==> config.mk <==
export PLATFORM = sky130hd
export DESIGN_NAME = alu_issue
export DESIGN_NICKNAME = d
export VERILOG_FILES = /design/src/rtl/toyrisc_pkg.sv /design/src/rtl/regfile16x32.sv /design/src/rtl/alu_issue.sv
export SDC_FILE = /design/constraint.sdc
export NUM_CORES = 1
export LEC_CHECK = 0
export ABC_AREA = 1
export CAP_MARGIN = 10
export CORE_AREA = 2 2 291 293
export DETAILED_ROUTE_END_ITERATION = 16
export DIE_AREA = 0 0 293 295
export GPL_TIMING_DRIVEN = 0
export MAX_ROUTING_LAYER = met4
export PLACE_DENSITY = 0.64
export SLEW_MARGIN = 30
export SYNTH_ARGS = -nofsm -noshare
export SYNTH_HDL_FRONTEND = slang
export SYNTH_HIERARCHICAL = 1
export SYNTH_SLANG_ARGS = --single-unit
==> constraint.sdc <==
create_clock -name clock -period 5.5 [get_ports clock]
set_clock_uncertainty 0.1 [all_clocks]
set_input_delay 1.1 -clock clock [delete_from_list [all_inputs] [get_ports clock]]
set_output_delay 1.1 -clock clock [all_outputs]
set_load 0.005 [all_outputs]
==> src/rtl/toyrisc_pkg.sv <==
`default_nettype none
// ============================================================================
// Module      : toyrisc_pkg
// Description : Shared definitions for the toy RISC issue stage. Covers the
//               instruction field layout, the issue FSM state encoding, the
//               register file size and an immediate sign-extension helper.
// Revision    : 1.0 - initial release
// ============================================================================
package toyrisc_pkg;

    localparam int NREGS       = 16;
    localparam int REG_W       = 4;
    localparam int FUNC_W      = 4;
    localparam int IMM_W       = 15;
    localparam int XLEN        = 32;

    localparam int FUNC_LSB    = 28;
    localparam int RD_LSB      = 24;
    localparam int RS1_LSB     = 20;
    localparam int RS2_LSB     = 16;
    localparam int USE_IMM_BIT = 15;
    localparam int IMM_LSB     = 0;

    typedef enum logic [1:0] {
        ST_IDLE = 2'd0,
        ST_EXEC = 2'd1,
        ST_WB   = 2'd2
    } state_t;

    function automatic logic [XLEN-1:0] sext_imm(input logic [IMM_W-1:0] imm);
        return {{(XLEN-IMM_W){imm[IMM_W-1]}}, imm};
    endfunction

endpackage
`default_nettype wire

==> src/rtl/regfile16x32.sv <==
`default_nettype none
// ============================================================================
// Module      : regfile16x32
// Description : 16 x 32 architectural register file with two combinational
//               read ports and one write port. r0 always reads zero and
//               writes to it are dropped.
// Revision    : 1.0 - initial release
// ============================================================================
module regfile16x32
    import toyrisc_pkg::*;
(
    input  logic                  clk,
    input  logic                  rst_n,
    input  logic                  we,
    input  logic [REG_W-1:0]      waddr,
    input  logic [XLEN-1:0]       wdata,
    input  logic [REG_W-1:0]      raddr1,
    input  logic [REG_W-1:0]      raddr2,
    output logic [XLEN-1:0]       rdata1,
    output logic [XLEN-1:0]       rdata2
);

    logic [XLEN-1:0] regs [NREGS];

    // Storage: cleared on reset, r0 never written
    always_ff @(posedge clk or negedge rst_n) begin
        if (!rst_n) begin
            for (int i = 0; i < NREGS; i++) begin
                regs[i] <= '0;
            end
        end else if (we && (waddr != '0)) begin
            regs[waddr] <= wdata;
        end
    end

    assign rdata1 = (raddr1 == '0) ? '0 : regs[raddr1];
    assign rdata2 = (raddr2 == '0) ? '0 : regs[raddr2];

endmodule
`default_nettype wire

==> src/rtl/alu_issue.sv <==
`default_nettype none
// ============================================================================
// Module      : alu_issue
// Description : Single-issue front end for an external ALU. Decodes an
//               instruction, reads operands (with writeback forwarding),
//               waits ALU_LAT cycles, then strobes the result for one cycle
//               and retires it into the register file.
// Revision    : 1.0 - initial release
// ============================================================================
module alu_issue #(
    parameter int ALU_LAT = 1,
    parameter int NREGS   = 16
) (
    input  logic        clock,
    input  logic        reset_n,
    input  logic        instrValid,
    output logic        instrReady,
    input  logic [31:0] instr,
    output logic [31:0] leftOp,
    output logic [31:0] rightOp,
    output logic [3:0]  funcOut,
    input  logic [31:0] aluResult,
    output logic        wbValid,
    output logic [3:0]  wbReg,
    output logic [31:0] wbData,
    output logic        busy
);

    import toyrisc_pkg::*;

    localparam int CNT_W = 3;

    if ((ALU_LAT < 1) || (ALU_LAT > 7) || (NREGS != toyrisc_pkg::NREGS)) begin : g_param_check
        $error("alu_issue: unsupported ALU_LAT or NREGS");
    end

    state_t             state;
    logic [CNT_W-1:0]   cnt;
    logic [REG_W-1:0]   rd_q;

    logic [FUNC_W-1:0]  dec_func;
    logic [REG_W-1:0]   dec_rd;
    logic [REG_W-1:0]   dec_rs1;
    logic [REG_W-1:0]   dec_rs2;
    logic               dec_use_imm;
    logic [XLEN-1:0]    dec_imm;
    logic [XLEN-1:0]    rs1_data;
    logic [XLEN-1:0]    rs2_data;
    logic               fwd1;
    logic               fwd2;
    logic [XLEN-1:0]    op_a;
    logic [XLEN-1:0]    op_b;
    logic               accept;
    logic               rf_we;

    assign dec_func    = instr[FUNC_LSB +: FUNC_W];
    assign dec_rd      = instr[RD_LSB   +: REG_W];
    assign dec_rs1     = instr[RS1_LSB  +: REG_W];
    assign dec_rs2     = instr[RS2_LSB  +: REG_W];
    assign dec_use_imm = instr[USE_IMM_BIT];
    assign dec_imm     = sext_imm(instr[IMM_LSB +: IMM_W]);

    // The retiring result is not yet in the register file during WB, so an
    // instruction accepted there takes it straight from wbData. r0 is never
    // forwarded because it always reads zero.
    assign fwd1 = (state == ST_WB) && (wbReg != '0) && (dec_rs1 == wbReg);
    assign fwd2 = (state == ST_WB) && (wbReg != '0) && (dec_rs2 == wbReg);

    assign op_a = fwd1 ? wbData : rs1_data;
    assign op_b = dec_use_imm ? dec_imm : (fwd2 ? wbData : rs2_data);

    // instrReady is registered and only ever high outside EXEC
    assign accept = instrValid && instrReady;
    assign rf_we  = (state == ST_WB);

    regfile16x32 u_regfile (
        .clk    (clock),
        .rst_n  (reset_n),
        .we     (rf_we),
        .waddr  (wbReg),
        .wdata  (wbData),
        .raddr1 (dec_rs1),
        .raddr2 (dec_rs2),
        .rdata1 (rs1_data),
        .rdata2 (rs2_data)
    );

    // Issue FSM with registered operand, writeback and handshake outputs
    always_ff @(posedge clock or negedge reset_n) begin
        if (!reset_n) begin
            state      <= ST_IDLE;
            cnt        <= '0;
            rd_q       <= '0;
            leftOp     <= '0;
            rightOp    <= '0;
            funcOut    <= '0;
            wbReg      <= '0;
            wbData     <= '0;
            wbValid    <= 1'b0;
            busy       <= 1'b0;
            instrReady <= 1'b0;
        end else begin
            wbValid <= 1'b0;
            case (state)
                ST_IDLE, ST_WB: begin
                    if (accept) begin
                        leftOp     <= op_a;
                        rightOp    <= op_b;
                        funcOut    <= dec_func;
                        rd_q       <= dec_rd;
                        cnt        <= CNT_W'(ALU_LAT);
                        state      <= ST_EXEC;
                        busy       <= 1'b1;
                        instrReady <= 1'b0;
                    end else begin
                        state      <= ST_IDLE;
                        busy       <= 1'b0;
                        instrReady <= 1'b1;
                    end
                end
                ST_EXEC: begin
                    cnt <= cnt - CNT_W'(1);
                    if (cnt == CNT_W'(1)) begin
                        wbData     <= aluResult;
                        wbReg      <= rd_q;
                        wbValid    <= 1'b1;
                        state      <= ST_WB;
                        instrReady <= 1'b1;
                    end
                end
                default: begin
                    state      <= ST_IDLE;
                    busy       <= 1'b0;
                    instrReady <= 1'b1;
                end
            endcase
        end
    end

endmodule
`default_nettype wire
==> impl_metrics.env <==
# implementation run metrics
export IMPL_num_vias=37200
export IMPL_cp_arrival_ps=4380
export IMPL_synth_comb_largest_family="simple AND/OR/NAND/NOR gates"
export IMPL_postCtsHoldBufs=0
export IMPL_dpl_cell_area_mm2=0.0390
export IMPL_ys_sh_mux_pct=0
export IMPL_totalPowerFinal_mw=17.8
export IMPL_place_inst=6628
export IMPL_worstRegToRegCells=9
export IMPL_cp_top_family="buffers and inverters"
export IMPL_maxCapViolCount=0
export IMPL_ys_sh_simple_pct=34.7
export IMPL_cp_end_kind="flip-flop"
export IMPL_worstPathCellList="clkdlybuf4s50_1 -> buf_2 -> inv_1 -> buf_2 -> buf_1 -> nand2_1 -> nand3_1 -> nand3_1 -> nand3_1 -> a21oi_1 -> inv_1 -> nand2_1 -> nand2_1 -> o21ai_1"
export IMPL_wl_met1_mm=59.9
export IMPL_peakVddDrop_mv=0.247
export IMPL_synthDistinctLibCells=31
export IMPL_tightest_slew_ps=1100
export IMPL_dieWidth_um=293
export IMPL_clk_insertion_delay_late_ps=650
export IMPL_grt_use_met3_pct=5.25
export IMPL_r2r_slack_ps=2510
export IMPL_ys_sh_xor_pct=0.0983
export IMPL_globalplace_congestion=0.973
export IMPL_power_leakage_nw=21.1
export IMPL_ys_sh_aoi_pct=8.81
export IMPL_cp_max_fo=10
export IMPL_root_buffer="clkbuf_16"
export IMPL_adder_share_pct=0.0702
export IMPL_cp_endpoint="leftOp[0]"
export IMPL_maxSlewHeadroom_pct=26.9
export IMPL_flop_cell="dfrtp_1"
export IMPL_ys_warnings_count=6
export IMPL_drt_first_iter_violations=4452
export IMPL_drc=0
export IMPL_finalMaxSlewViolations=0
export IMPL_crit_start="instr[20]"
export IMPL_yosysTopAreaCellShare_pct=44.1
export IMPL_fin_cells=6763
export IMPL_use_met1_pct=45.5
export IMPL_fin_tns_setup_ps=0
export IMPL_slowest_delay_ps=810
export IMPL_preCtsSetupSlack_ps=856
export IMPL_ys_chip_area_mm2=0.0356
export IMPL_grt_pass1_vias=35200
export IMPL_startpoint_type="input pin"
export IMPL_wire_per_inst_um=21.7
export IMPL_outcome="finished, final reports clean"
export IMPL_portBuffers=173
export IMPL_r2r_end="u_regfile/regs[121]"
export IMPL_synth_cells=5366
export IMPL_synth_area_mm2=0.0356
export IMPL_cts_setup_buffers=0
export IMPL_vias_per_cell=5.50
export IMPL_met2_wirelength_mm=64.6
export IMPL_synth_seq_share_pct=44.1
export IMPL_avgSynthCellArea_um2=6.64
export IMPL_grt_setup_unrepaired="no"
export IMPL_slowest_stage="buf_1"
export IMPL_drive_gt1_share_pct=4.70
export IMPL_hold_viol=0
export IMPL_fin_crit_ps=3960
export IMPL_met2_usage_pct=52.5
export IMPL_grt_busiest_layer="met2"
export IMPL_ys_ff=628
export IMPL_wl_met3_mm=13.5
export IMPL_whs_ps=245
export IMPL_rows=106
export IMPL_hp_class="input pin to async pin"
export IMPL_clock_fmax_mhz=253
export IMPL_grt_pass1_wl_mm=218
export IMPL_antenna_found_initial=1
export IMPL_core_area_mm2=0.0832
export IMPL_clkTransAtPathRegs_ps=60
export IMPL_dieArea_mm2=0.0864
export IMPL_critPathKind="input pin to flip-flop"
export IMPL_edf_count=0
export IMPL_ctsResizeCount=0
export IMPL_cts_tree="built"
export IMPL_yosys_cell_count_top_type="nand2_1"
export IMPL_cts_buffer_depth=3
export IMPL_cts_buffers=73
export IMPL_worstPathRequired_ps=5920
export IMPL_wl_mm=147
export IMPL_grt_usage_pct=34.8
export IMPL_post_route_period_util_pct=72.0
export IMPL_async_flop_share_pct=100
export IMPL_path_depth=14
export IMPL_die_height_um=295
export IMPL_warnings=27
export IMPL_area_leaders="dfrtp_1, nand2_1, nand3_1, inv_1, o21ai_0"
export IMPL_highest_layer="met4"
export IMPL_cp_buffers_inverters=6
export IMPL_firstDrtPassIters=7
export IMPL_powerDensity_mw_per_mm2=430
export IMPL_setup_viol=0
export IMPL_grt_max_degree=87
export IMPL_r2r_start="state[0]"
export IMPL_drtAntennaViolNets=0
export IMPL_ys_cells=5366
export IMPL_cts_htree_levels=3
export IMPL_dp_hpwl_mm=110
export IMPL_synth_area_leader_cell="dfrtp_1"
export IMPL_common_cells="nand2_1, nand3_1, inv_1"
export IMPL_floorplan_nets=5435
export IMPL_overflow=0
export IMPL_nets=5692
export IMPL_cts_sinks=628
export IMPL_ios=174
## registers in the layout (all words and copies together) (netlist names)
signal	cells
cnt	3
rightOp	32
funcOut	4
leftOp	32
instrReady	1
rd_q	4
wbData	32
u_regfile/regs	512
state	2
busy	1
wbReg	4
wbValid	1
## report_power, final
part / total (mW) / switching [mW] / internal (mW) / leakage, nW
Combinational: 5.90 / 3.86 / 2.04 / 11.5
Sequential: 6.87 / 1.01 / 5.86 / 8.44
Clock: 5.03 / 2.07 / 2.96 / 1.19
## worst min-delay path by stage
stage / startpoint / end
after floorplan: u_regfile/regs[480] / u_regfile/regs[480]
after global placement: u_regfile/regs[502] / u_regfile/regs[502]
after detailed placement: u_regfile/regs[492] / u_regfile/regs[492]
after CTS: reset_n / u_regfile/regs[424]
after global routing: reset_n / u_regfile/regs[202]
final: reset_n / u_regfile/regs[201]
## area by class of cell
type / instances / area (µm²)
Timing Repair Buffer: 182 / 1980
Multi-Input combinational cell: 3623 / 15600
Inverter: 706 / 2650
Antenna cell: 2 / 5.00
Sequential cell: 628 / 15700
Tap cell: 1080 / 1350
Clock buffer: 110 / 2170
Fill cell: 8537 / 41700
Clock inverter: 23 / 265
Buffer: 409 / 1710
## cell usage in the layout (no fill, tap or decap), drive strengths merged
| master | count |
|---|---|
| nand4 | 32 |
| xnor2 | 2 |
| nand3 | 741 |
| clkinvlp | 4 |
| clkdlybuf4s50 | 172 |
| o21ai | 537 |
| nor2 | 98 |
| nor4 | 2 |
| ha | 2 |
| nand2 | 2118 |
| clkbuf | 362 |
| a21oi | 86 |
| o22ai | 1 |
| nor3 | 2 |
| dfrtp | 628 |
| diode | 2 |
| bufinv | 5 |
| buf | 167 |
| xor2 | 2 |
| inv | 708 |
| clkinv | 12 |
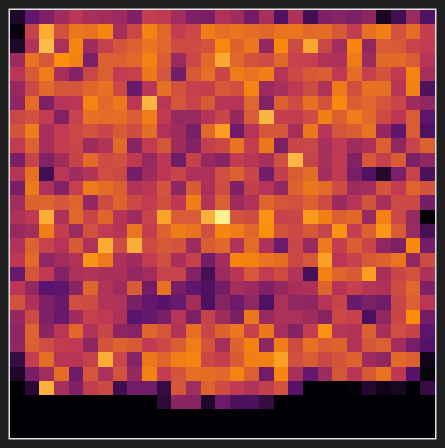
*Placement density heat map*
The die is cut into 29 by 30 equal tiles; black is low, pale yellow is high, 0 to 100% covered.
mean over tiles: 46%
tiles over 75% full: 3.1%
nearly empty tiles: 9.9%
fullest tile: 97%
Core Util at FP: 42.9%
final design utilization: 49.8%

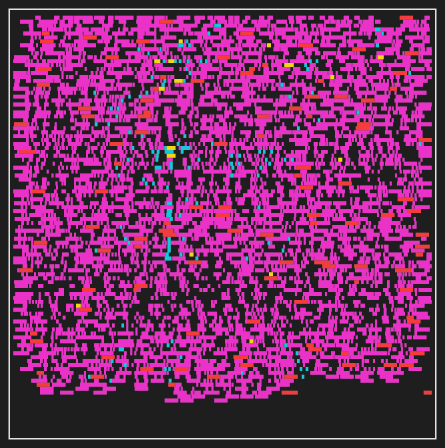
*Sizing map*
| color | size | cells | share |
|---|---|---|---|
| magenta | _0 and _1 cells | 5,414 | 95% |
| cyan | _2 cells | 137 | 2.4% |
| yellow | _3 and _4 cells | 16 | 0.28% |
| red | _6 and larger | 114 | 2.0% |
post-route cell area: 0.0414 mm²
Buffers excl. clock: 591
Layout area overhead: 16.2%
final setup margin: 1540 ps

Power figures rest on the tool's default switching activity, not on a simulated workload.
